==> src/rtl/byte_reg_arbiter.sv <==
// Round-robin write arbiter for one shared 8-bit register (REG_BYTE2 storage).
// Optional owner locking is enabled with the BYTE_ARB_LOCK_EN macro.

module REG_BYTE2 (
  input  logic       CLK,
  input  logic       RST,
  input  logic [7:0] DIN,
  output logic [7:0] DOUT
);

  // NOTE: sequential state uses non-blocking assignments so every flop samples pre-edge values.
  always_ff @(posedge CLK or posedge RST) begin
    if (RST) DOUT <= 8'h00;
    else     DOUT <= DIN;
  end

endmodule

module byte_reg_arbiter #(
  parameter int NREQ = 4,
  parameter int IDW  = 2
) (
  input  logic              RST,
  input  logic              CLK,
  input  logic [NREQ-1:0]   REQ_VALID,
  input  logic [NREQ*8-1:0] REQ_DATA,
  output logic [NREQ-1:0]   REQ_READY,
  output logic [IDW-1:0]    GNT_ID,
  output logic [7:0]        REG_Q,
  output logic              UPD,
  output logic [15:0]       WR_COUNT
`ifdef BYTE_ARB_LOCK_EN
  ,
  input  logic [NREQ-1:0]   REQ_LOCK
`endif
);

  typedef enum logic {
    S_IDLE  = 1'b0,
    S_WRITE = 1'b1
  } state_t;

  state_t          state;
  logic [IDW-1:0]  ptr;
  logic [NREQ-1:0] cand;
  logic [IDW-1:0]  sel;
  logic            found;
  logic            wr_fire;
  logic [IDW-1:0]  gnt_next;
  logic [7:0]      reg_din;

`ifdef BYTE_ARB_LOCK_EN
  logic            owned;
  logic [IDW-1:0]  owner;
`endif

  // While a requester owns the register only its valid is arbitrated.
  always_comb begin
    // NOTE: every combinational output gets a default first so no latch is inferred.
    cand = REQ_VALID;
`ifdef BYTE_ARB_LOCK_EN
    if (owned) begin
      cand = '0;
      cand[owner] = REQ_VALID[owner];
    end
`endif
  end

  // First set candidate searching upward from ptr, wrapping modulo NREQ.
  always_comb begin
    sel   = ptr;
    found = 1'b0;
    for (int i = 0; i < NREQ; i++) begin
      int k;
      k = int'(ptr) + i;
      if (k >= NREQ) k = k - NREQ;
      if (!found && cand[k]) begin
        sel   = IDW'(k);
        found = 1'b1;
      end
    end
  end

  assign wr_fire  = (state == S_WRITE) && REQ_VALID[GNT_ID];
  assign gnt_next = (GNT_ID == IDW'(NREQ - 1)) ? '0 : GNT_ID + 1'b1;
  assign reg_din  = wr_fire ? REQ_DATA[8*GNT_ID +: 8] : REG_Q;

  REG_BYTE2 u_reg (
    .CLK  (CLK),
    .RST  (RST),
    .DIN  (reg_din),
    .DOUT (REG_Q)
  );

  always_ff @(posedge CLK or posedge RST) begin
    if (RST) begin
      state     <= S_IDLE;
      ptr       <= '0;
      REQ_READY <= '0;
      GNT_ID    <= '0;
      UPD       <= 1'b0;
      WR_COUNT  <= 16'h0000;
`ifdef BYTE_ARB_LOCK_EN
      owned     <= 1'b0;
      owner     <= '0;
`endif
    end else begin
      case (state)
        S_IDLE: begin
          UPD <= 1'b0;
          if (found) begin
            GNT_ID         <= sel;
            REQ_READY      <= '0;
            REQ_READY[sel] <= 1'b1;
            state          <= S_WRITE;
          end
        end
        S_WRITE: begin
          REQ_READY <= '0;
          UPD       <= wr_fire;
          state     <= S_IDLE;
          if (wr_fire) begin
            WR_COUNT <= WR_COUNT + 16'd1;
`ifdef BYTE_ARB_LOCK_EN
            // A locking commit keeps the pointer; the releasing commit advances it.
            if (REQ_LOCK[GNT_ID]) begin
              owned <= 1'b1;
              owner <= GNT_ID;
            end else begin
              owned <= 1'b0;
              ptr   <= gnt_next;
            end
`else
            ptr <= gnt_next;
`endif
          end
        end
        default: begin
          state     <= S_IDLE;
          REQ_READY <= '0;
          UPD       <= 1'b0;
        end
      endcase
    end
  end

endmodule

==> config.mk <==
export PLATFORM = sky130hd
export DESIGN_NAME = byte_reg_arbiter
export DESIGN_NICKNAME = d
export VERILOG_FILES = /design/src/rtl/byte_reg_arbiter.sv
export SDC_FILE = /design/constraint.sdc
export NUM_CORES = 1
export LEC_CHECK = 0
export ABC_AREA = 1
export CORE_AREA = 8 8 76 78
export CTS_BUF_LIST = sky130_fd_sc_hd__clkbuf_8
export DETAILED_ROUTE_END_ITERATION = 8
export DIE_AREA = 0 0 84 86
export HOLD_SLACK_MARGIN = 0.12
export PLACE_DENSITY = 0.88
export REMOVE_ABC_BUFFERS = 1
export SYNTH_ARGS = -nofsm -noshare
export SYNTH_HDL_FRONTEND = slang
export SYNTH_SLANG_ARGS = --single-unit
==> constraint.sdc <==
create_clock -name CLK -period 1.89 [get_ports CLK]
set_input_delay 0.378 -clock CLK [delete_from_list [all_inputs] [get_ports CLK]]
set_output_delay 0.378 -clock CLK [all_outputs]
set_load 0.02 [all_outputs]
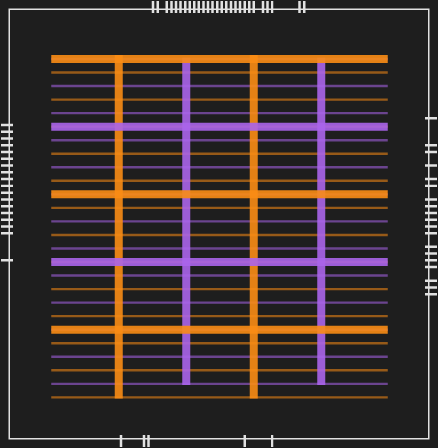
*Power grid, run 1*
Pins as bars on the die edge.
legend:
  VDD:
    colour: purple
  VSS:
    colour: orange
met4 straps: 4
signal pins: 69
rows: 25
met5 straps: 5
met1 rails: 26

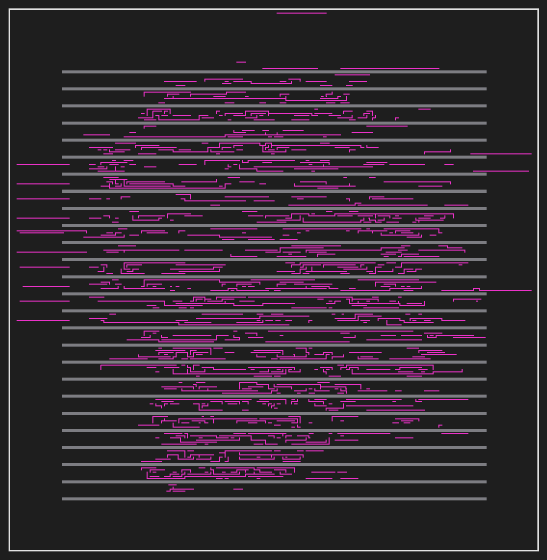
*Metal 1, run 1*
Supply wires on this layer in grey.
main direction: horizontal
wire length on this layer: 2490 µm
nets with wire on the layer: 356
share of all routed wire: 43%
longest straight run: 23.0 µm
met1 usage in global routing: 19.1%
number of vias after detailed routing: 2165
total wire length after detailed routing: 5790 µm

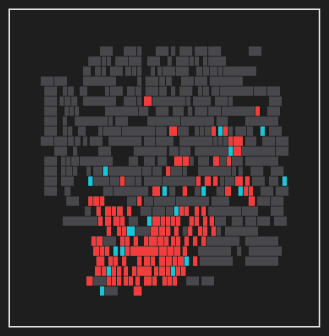
*Gate families picked out, run 1*
legend:
  nand cells:
    colour: red
    cells: 122
  inv cells:
    colour: cyan
    cells: 18

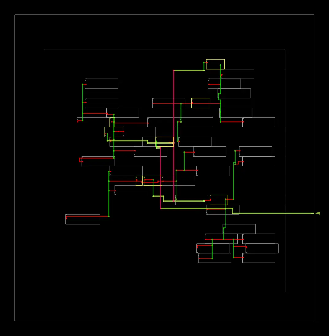
*Clock routing, run 1*
Post-Route Skew: 3.04 ps
# clock sinks: 34

==> summary.txt, run 1 <==
Implementation status.

- The transition time recorded at the tightest slew-check pin is 422 ps.
- The horizontal die dimension reported for this design is 84 µm.
- The classification of the worst setup path is flip-flop to output pin.
- The longest clock path from root to sink contains 2 buffers.
- The placed standard-cell area is 2890 µm².
- The logic gate share of total power is 61.0%.
- In this run the power spent charging and discharging nets is 2140 µW.
- The critical path data arrival time is 1450 ps.
- In the floorplan report the effective utilization is 45.7%.
- Looking at the post-CTS report, the setup buffer insertion count equals 0.
- The chip area is 7220 µm².
- The total power draw is 4510 µW.
- After clock tree synthesis, the clock-pin slew on the worst setup and hold paths is 70 ps.
- The register area is 853 µm².
- The required time at the endpoint of the critical path is 1510 ps.
- The later pin in the worst-skew pair is clocked with a latency of 280 ps.
- Per the power-grid run, VDD falls by no more than 703 µV.
- The wire length of the first global-routing pass is 9860 µm.
- For the completed layout, the total cell area is recorded as 2990 µm².
- The run finished with clean final reports.
- Sequential elements use 40.5% of the synthesized area.
- The synthesized area divided by synthesized cell count is 7.27 µm².
- The longest incremental delay of any stage on the critical path is reported as 680 ps.
- Per the GRT log, the top usage layer is met2.
- The share of synthesized area in the top cell type comes to 40.5%.
- Across all checked pins, the minimum headroom to the slew limit is 71.9%.
- The final tally of hold violations is 0.
- The clock network takes up 3.06% of total cell area after layout.
- Counting the fill cells in the layout gives 373.
- 0 antenna diodes ended up in the layout.
- The areal power density over the cells is 1510 nW/µm².
- The shortest clock period the worst path allows after layout is 1830 ps.
- Setup violations remaining at the end of the flow were counted as 0.
- Per the run summary, max-cap violations total 0.
- The script parses the final routing iteration and logs DRC violations as 0.
- The uppermost signal routing layer after detailed routing is met4.
- The H-tree was split into 2 levels.
- The setup slack on the worst flop-to-flop path is 180 ps.
- In the global route stage, met2 resource usage came out at 26.9%.
- The cell leakage power is 0.00139 µW.
- The endpoint class of the critical path is an output pin.
- The count of input and output buffers is 68.
- The data-path buffer share of cell area in the final layout is 26.0%.
- The number of global-route vias before repair is 2114.
- The routed design shows a via density per instance of 5.12.
- Ranking logic cells in the layout by count gives the top entries 83 x nand2_1, 68 x clkdlybuf4s50_1, 52 x nor2_1.
- Per the timing report, the biggest fanout along the worst path comes to 8.
- The cell class ranked first by area is combinational gates.
- In the final layout, the share of cells above drive strength 1 is 10.3%.
- The area of the multi-input gates is 1130 µm².
- The HPWL reported at the end of detailed placement is 4480 µm.
- The number of enable flip-flop cells is 0.
- Once synthesis finished, the tally of register bits stood at 34.
- Per the post-route antenna check, the number of violating nets is 0.
- The aggregate global routing overflow is 0.
- The routed wire length per instance is 13.7 µm.
- The report lists the cells along the critical path as clkdlybuf4s50_1.
- The die boundary height is 86 µm.
- The script reports the combined buffer and inverter count of the critical path as 1.
- The highest clock rate this design can be run at is 0.547 GHz.
- The largest net degree at the start of global routing is 35.
- The buffer type at the clock tree root is clkbuf_8.
- Non-clock inverters in the final layout number 18.
- The row count is 25.
- Multi-input gates account for 37.8% of the area.
- The final worst hold slack is 486 ps.
- In this run the count of I/O pins placed on the die edge is 69.
- The number of max-slew violations in the final report is 0.
- The most used standard cell by instance count after synthesis is nand2_1.
- The final layout net count is 408.
- Cell internal power was estimated by the tool at 2370 µW.
- Counting the warning lines in the Yosys log gives 0.
- STA classifies the critical path startpoint as a flip-flop.
- The detailed router finished its first iteration with 69 violations.
- Sequential cells account for 27.0% of the total power.
- The met3 routed wirelength is 417 µm.
- The unique cell type count in the Yosys netlist is 31.
- STA reports the tightest min-delay check as being of type primary input to async pin.
- The sum of negative setup slack is 0 ps.
- The switching share of power is 47.5%.
- The cell total in the yosys stat output is 289.
- For this run, the chip area from Yosys synthesis comes to 2100 µm².
[run 1: per-stage QoR]
stage | std cells | setup WS, ps
finish | 423 | 62.9
global route | 423 | -12.0
CTS | 423 | 8.56
detailed placement | 415 | -76.6
global placement | 415 | -34.2
floorplan | 280 | -830
[run 1: worst reg2reg max path: stages (launching register included)]
cell and delay, ps:
dfrtp_2 490, inv_4 130, nand2_1 60, nand2_1 140
nand2_1 110, nand2_4 120, nand2_2 80, nand2_1 60
nand2_1 50, nand2_1 50, nand2_1 70, nor2_2 140
a21oi_1 80
[run 1: sequential cells by signal (all words and copies together), names as in the netlist]
register	flops
WR_COUNT	16
u_reg.DOUT	8
REQ_READY	4
GNT_ID	2
ptr	2
UPD	1
state	1
[run 1: power groups by stage]
stage	clock network, µW	registers, µW	logic [µW]
detailed placement	0	1210	2740
floorplan	0	1460	1420
finish	541	1220	2750
global placement	0	1210	2660
global route	587	1260	3050
CTS	549	1200	2760
[run 1: worst max-delay path by stage]
stage | slack (ps) | end | from | cells past startpoint
2_1_floorplan | -830 | WR_COUNT[10] | GNT_ID[0] | 7
3_3_place_gp | -30 | GNT_ID[1] | REQ_VALID[2] | 11
3_5_place_dp | -80 | WR_COUNT[13] | REQ_VALID[1] | 9
4_1_cts | 9 | GNT_ID[1] | GNT_ID[1] | 1
5_1_grt | -10 | GNT_ID[1] | ptr[0] | 12
6_report | 60 | GNT_ID[0] | GNT_ID[0] | 1
[run 1: kinds of logic after synthesis]
group,synth area share (%)
AOI/OAI and AO/OA,8.64
xor gates and xnor gates,6.25
buffers and inverters,5.96
DFF,40.5
adders and majority gates,1.19
and+or+nand+nor,37.5
==> run 2: changes to the inputs <==
--- a/config.mk
+++ b/config.mk
@@ -6,13 +6,15 @@
 export NUM_CORES = 1
 export LEC_CHECK = 0
 export ABC_AREA = 1
-export CORE_AREA = 8 8 76 78
+export CAP_MARGIN = 5
+export CORE_AREA = 8 8 82 84
 export CTS_BUF_LIST = sky130_fd_sc_hd__clkbuf_8
 export DETAILED_ROUTE_END_ITERATION = 8
-export DIE_AREA = 0 0 84 86
+export DIE_AREA = 0 0 90 92
 export HOLD_SLACK_MARGIN = 0.12
-export PLACE_DENSITY = 0.88
+export PLACE_DENSITY = 0.78
 export REMOVE_ABC_BUFFERS = 1
+export SETUP_SLACK_MARGIN = 0.15
 export SYNTH_ARGS = -nofsm -noshare
 export SYNTH_HDL_FRONTEND = slang
 export SYNTH_SLANG_ARGS = --single-unit
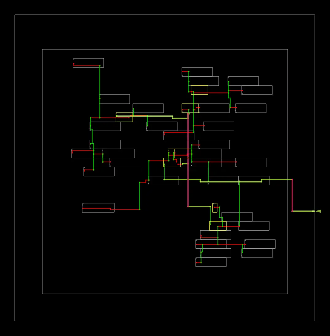
*Clock routing, run 2*
Post-Route Skew: 2.66 ps
clock buffers created by TritonCTS: 5
# clk buffers: 6
final sequential cell count: 34
clk latency late pin: 280 ps

==> run 2 against run 1 <==
  * Sequential share of layout area shrank 2.2 points
  * Via count grew 2.5%
  * Largest power group unchanged
  * Cell area grew 8.6%
  * Maximum frequency grew 3.7%
==> summary.txt, run 2 <==
Implementation status.

- The wire-length estimate of the detail-placed layout is 4630 µm.
- The cell leakage power is 0.00167 µW.
- The final report lists the setup-violating endpoint count as 0.
- The maximum clock path buffer count is 2.
- The endpoint of the lowest-slack register-to-register path is GNT_ID[1].
- Per the final layout report, the fraction of cells sized above drive strength 1 comes to 19.3%.
- Setup total negative slack on the finished layout was measured at 0 ps.
- In the layout the commonest cells are 67 x nand2_1, 52 x clkdlybuf4s50_1, 49 x nor2_1.
- Nets still carrying antenna violations after routing amount to 0.
- The maximum vdd drop is 946 µV.
- The register with the most flip-flops in the layout has 16 of them.
- The nature of the critical path startpoint is a flip-flop.
- Overall power consumption after layout is estimated at 5050 µW.
- The number of maximum-capacitance violations is 0.
- The initial standard-cell utilization of the core is 38.9%.
- Per the detail_route report, routed wire per instance is 14.0 µm.
- The DRC violations left is 0.
- The final layout net count is 418.
- The total number of H-tree levels is 2.
- The worst reg2reg path startpoint is ptr[0].
- Along the worst path, the maximum fanout reaches 7.
- The placement report lists the number of port buffers as 68.
- The count of TritonRoute iterations in the first routing pass is 4.
- The combinational power is 3300 µW.
- The net switching component of the power is 2410 µW.
- The most used flip-flop cell after synthesis is dfrtp_1.
- Summing all non-filler instances in the final layout gives an area of 3250 µm².
- For this run, the top clock speed supported by timing is 0.567 GHz.
- The flip-flop and latch power is 1220 µW.
- Per report_power, the combinational group accounts for 65.3% of the total.
- The number of register bits inferred by synthesis is 34.
- The cell total in the yosys stat output is 289.
- For reference, the top cells by count after synthesis are 83 x nand2_1, 52 x nor2_1, 34 x dfrtp_1.
- The register ranked first by flip-flop count is WR_COUNT.
- The count of cells in the finished layout, fillers not included, comes to 451.
- The classification of the worst setup path is flip-flop to flip-flop.
- The most used standard cell by instance count after synthesis is nand2_1.
- Yosys printed 0 warnings.
- The path category of the worst min-delay check is flip-flop to flip-flop.
- Entering global routing, the biggest net connects 35 pins.
- The post-placement cell area is 2920 µm².
- The DRC violation total after the first TritonRoute iteration is 90.
- The post-synthesis cell count is 289.
- For this run, the register share of the synthesized area comes to 40.5%.
- The routed layout has 2219 vias.
- The chip area is 8280 µm².
- Across all setup checks in the final design, the least slack found is 128 ps.
- The synthesized area divided by synthesized cell count is 7.27 µm².
- The post-layout period usage of the worst path is 93.2%.
- The OpenROAD warning count is 27.
- The endpoint class of the critical path is a flip-flop.
- The number of instances in the placed design is 434.
- The core region is 5410 µm².
- The registers reported with the highest flop counts are WR_COUNT x16, u_reg.DOUT x8, REQ_READY x4.
- Setup repair after global routing could not meet its margin everywhere.
- Subtracting the final worst setup slack from the clock period gives 1760 ps.
- Data arrives at the worst endpoint at 1980 ps.
- The relative max-transition margin is 71.8%.
- Cells fill 60.0% of the core in the end.
- Synthesis instantiated 31 different standard cells from the library.
- The timing report gives the worst reg2reg path a setup slack of 130 ps.
- The internal power of the cells totals 2640 µW.
- The tightest hold path in the finished design has a slack of 480 ps.
- The initial antenna violation count came to 0.
- In the global route stage, overall resource usage came out at 14.6%.
- The sequential cell fraction of total power is 24.1%.
- The share of the synthesized area in the top cell type is 40.5%.
- After synthesis, the cell types taking the most area are dfrtp_1 41%, nand2_1 15%, nor2_1 9.3%.
- The critical path ends at GNT_ID[1].
- The number of global-route vias before repair is 2258.
- The flow ran to the end, and the final reports show no timing, DRC or antenna violations.
- The aggregate global routing overflow is 0.
- In the post-route report, total wirelength is listed as 6310 µm.
- 0 antenna diodes ended up in the layout.
- The buffer type at the clock tree root is clkbuf_8.
- In the final layout, the fill cell count is 504.
- The flow reports that the clock network draws 10.6% of the design power.
- The row count is 27.
- The required time at the endpoint of the critical path is 2100 ps.
- The clock network power reported by the tool is 536 µW.
- The die boundary height is 92 µm.
- The count of hold-fix buffers inserted at cts is 0.
- The clock tree from TritonCTS is built.
- The Yosys chip area is 2100 µm².
- Per the gpl log, the routability congestion estimate is 0.791.
- The ratio of routed vias to standard cells is 4.92.
- The number of enable flip-flop cells is 0.
- The first global-routing pass estimated 10200 µm of wire.
- According to the I/O placement log, the pin count is 69.
- The switching share of power is 47.7%.
- The cell taking the most area after synthesis is dfrtp_1.
- The width of the die is 90 µm.
- Before CTS, the worst setup slack after placement is -121 ps.
- The final tally of hold violations is 0.
- From synthesis to final layout, the design area changed by 54.5%.
- The number of clock sinks is 34.
- The flow reported a cell area power density of 1560 nW/µm².
- In this run the cell area of the synthesized design comes to 2100 µm².
- The depth of the worst register-to-register path is 11.
- The number of max-slew violations in the final report is 0.
- The actual slew at the worst max-slew pin is 424 ps.
- Per the post-CTS timing run, clock transition at the registers of the reported paths is 70 ps.
- The fraction of registers with async set or reset after synthesis is 100%.
- The largest power group is combinational logic.
- The dominant logic cell type in the layout is nand2_1.
- The origin of the worst setup path is ptr[0].
==> run 2: kinds of logic (layout without fill, tap and decap cells) <==
logic type,count (synthesis),in the layout,share of synthesized area (%)
simple gates,180,180,37.5
flops,34,34,40.5
compound gates,31,31,8.64
buf+inv,27,117,5.96
xor+xnor,15,15,6.25
fa+ha+maj,2,2,1.19
==> run 2: worst min-delay path by stage <==
stage               slack [ps]      endpoint  depth (start not counted)         start
floorplan                  520     GNT_ID[0]                          1           RST
global placement           470  WR_COUNT[15]                          1  WR_COUNT[15]
detailed placement         470  WR_COUNT[15]                          1  WR_COUNT[15]
CTS                        480  WR_COUNT[15]                          1  WR_COUNT[15]
global route               510  WR_COUNT[15]                          1  WR_COUNT[15]
finish                     480  WR_COUNT[15]                          1  WR_COUNT[15]
==> run 2: critical path, cell delays in order, from the launching register on <==
cell and delay, ps:
dfrtp_2 450, buf_6 160, nand2_2 60, nand2_2 70
nand2_2 100, nand2_4 80, nor2_4 170, nand2_4 90
o21ai_4 270, buf_6 140, nand2_1 40, nand2_1 70
==> run 2: layout make-up <==
type                       count  area (µm²)  area share (%)
clock inverter                 2        8.76           0.270
inverter                      18        75.1            2.31
timing repair buffer          91         893            27.5
clock buffer                   6        82.6            2.54
tap                           72        90.1            2.78
multi-input combinational    228        1240            38.2
sequential                    34         855            26.3
==> run 2: layer usage <==
| layer | GRT usage [%] | vias to the layer above | share of wire, % |
|---|---|---|---|
| li1 | - | 1115 | - |
| met1 | 16.7 | 1034 | 43 |
| met2 | 25.3 | 61 | 50 |
| met3 | 5.38 | 9 | 5.8 |
| met4 | 3.74 | 0 | 1.0 |
| met5 | 0 | - | 0 |
==> run 2: what timing repair did <==
item                       CTS  global route
setup endpoints to repair   12            22
pin swaps                    0            16
gates resized               11            52
buffers inserted             0             9
No activity file was given, so power comes from the tool's default toggle rates.
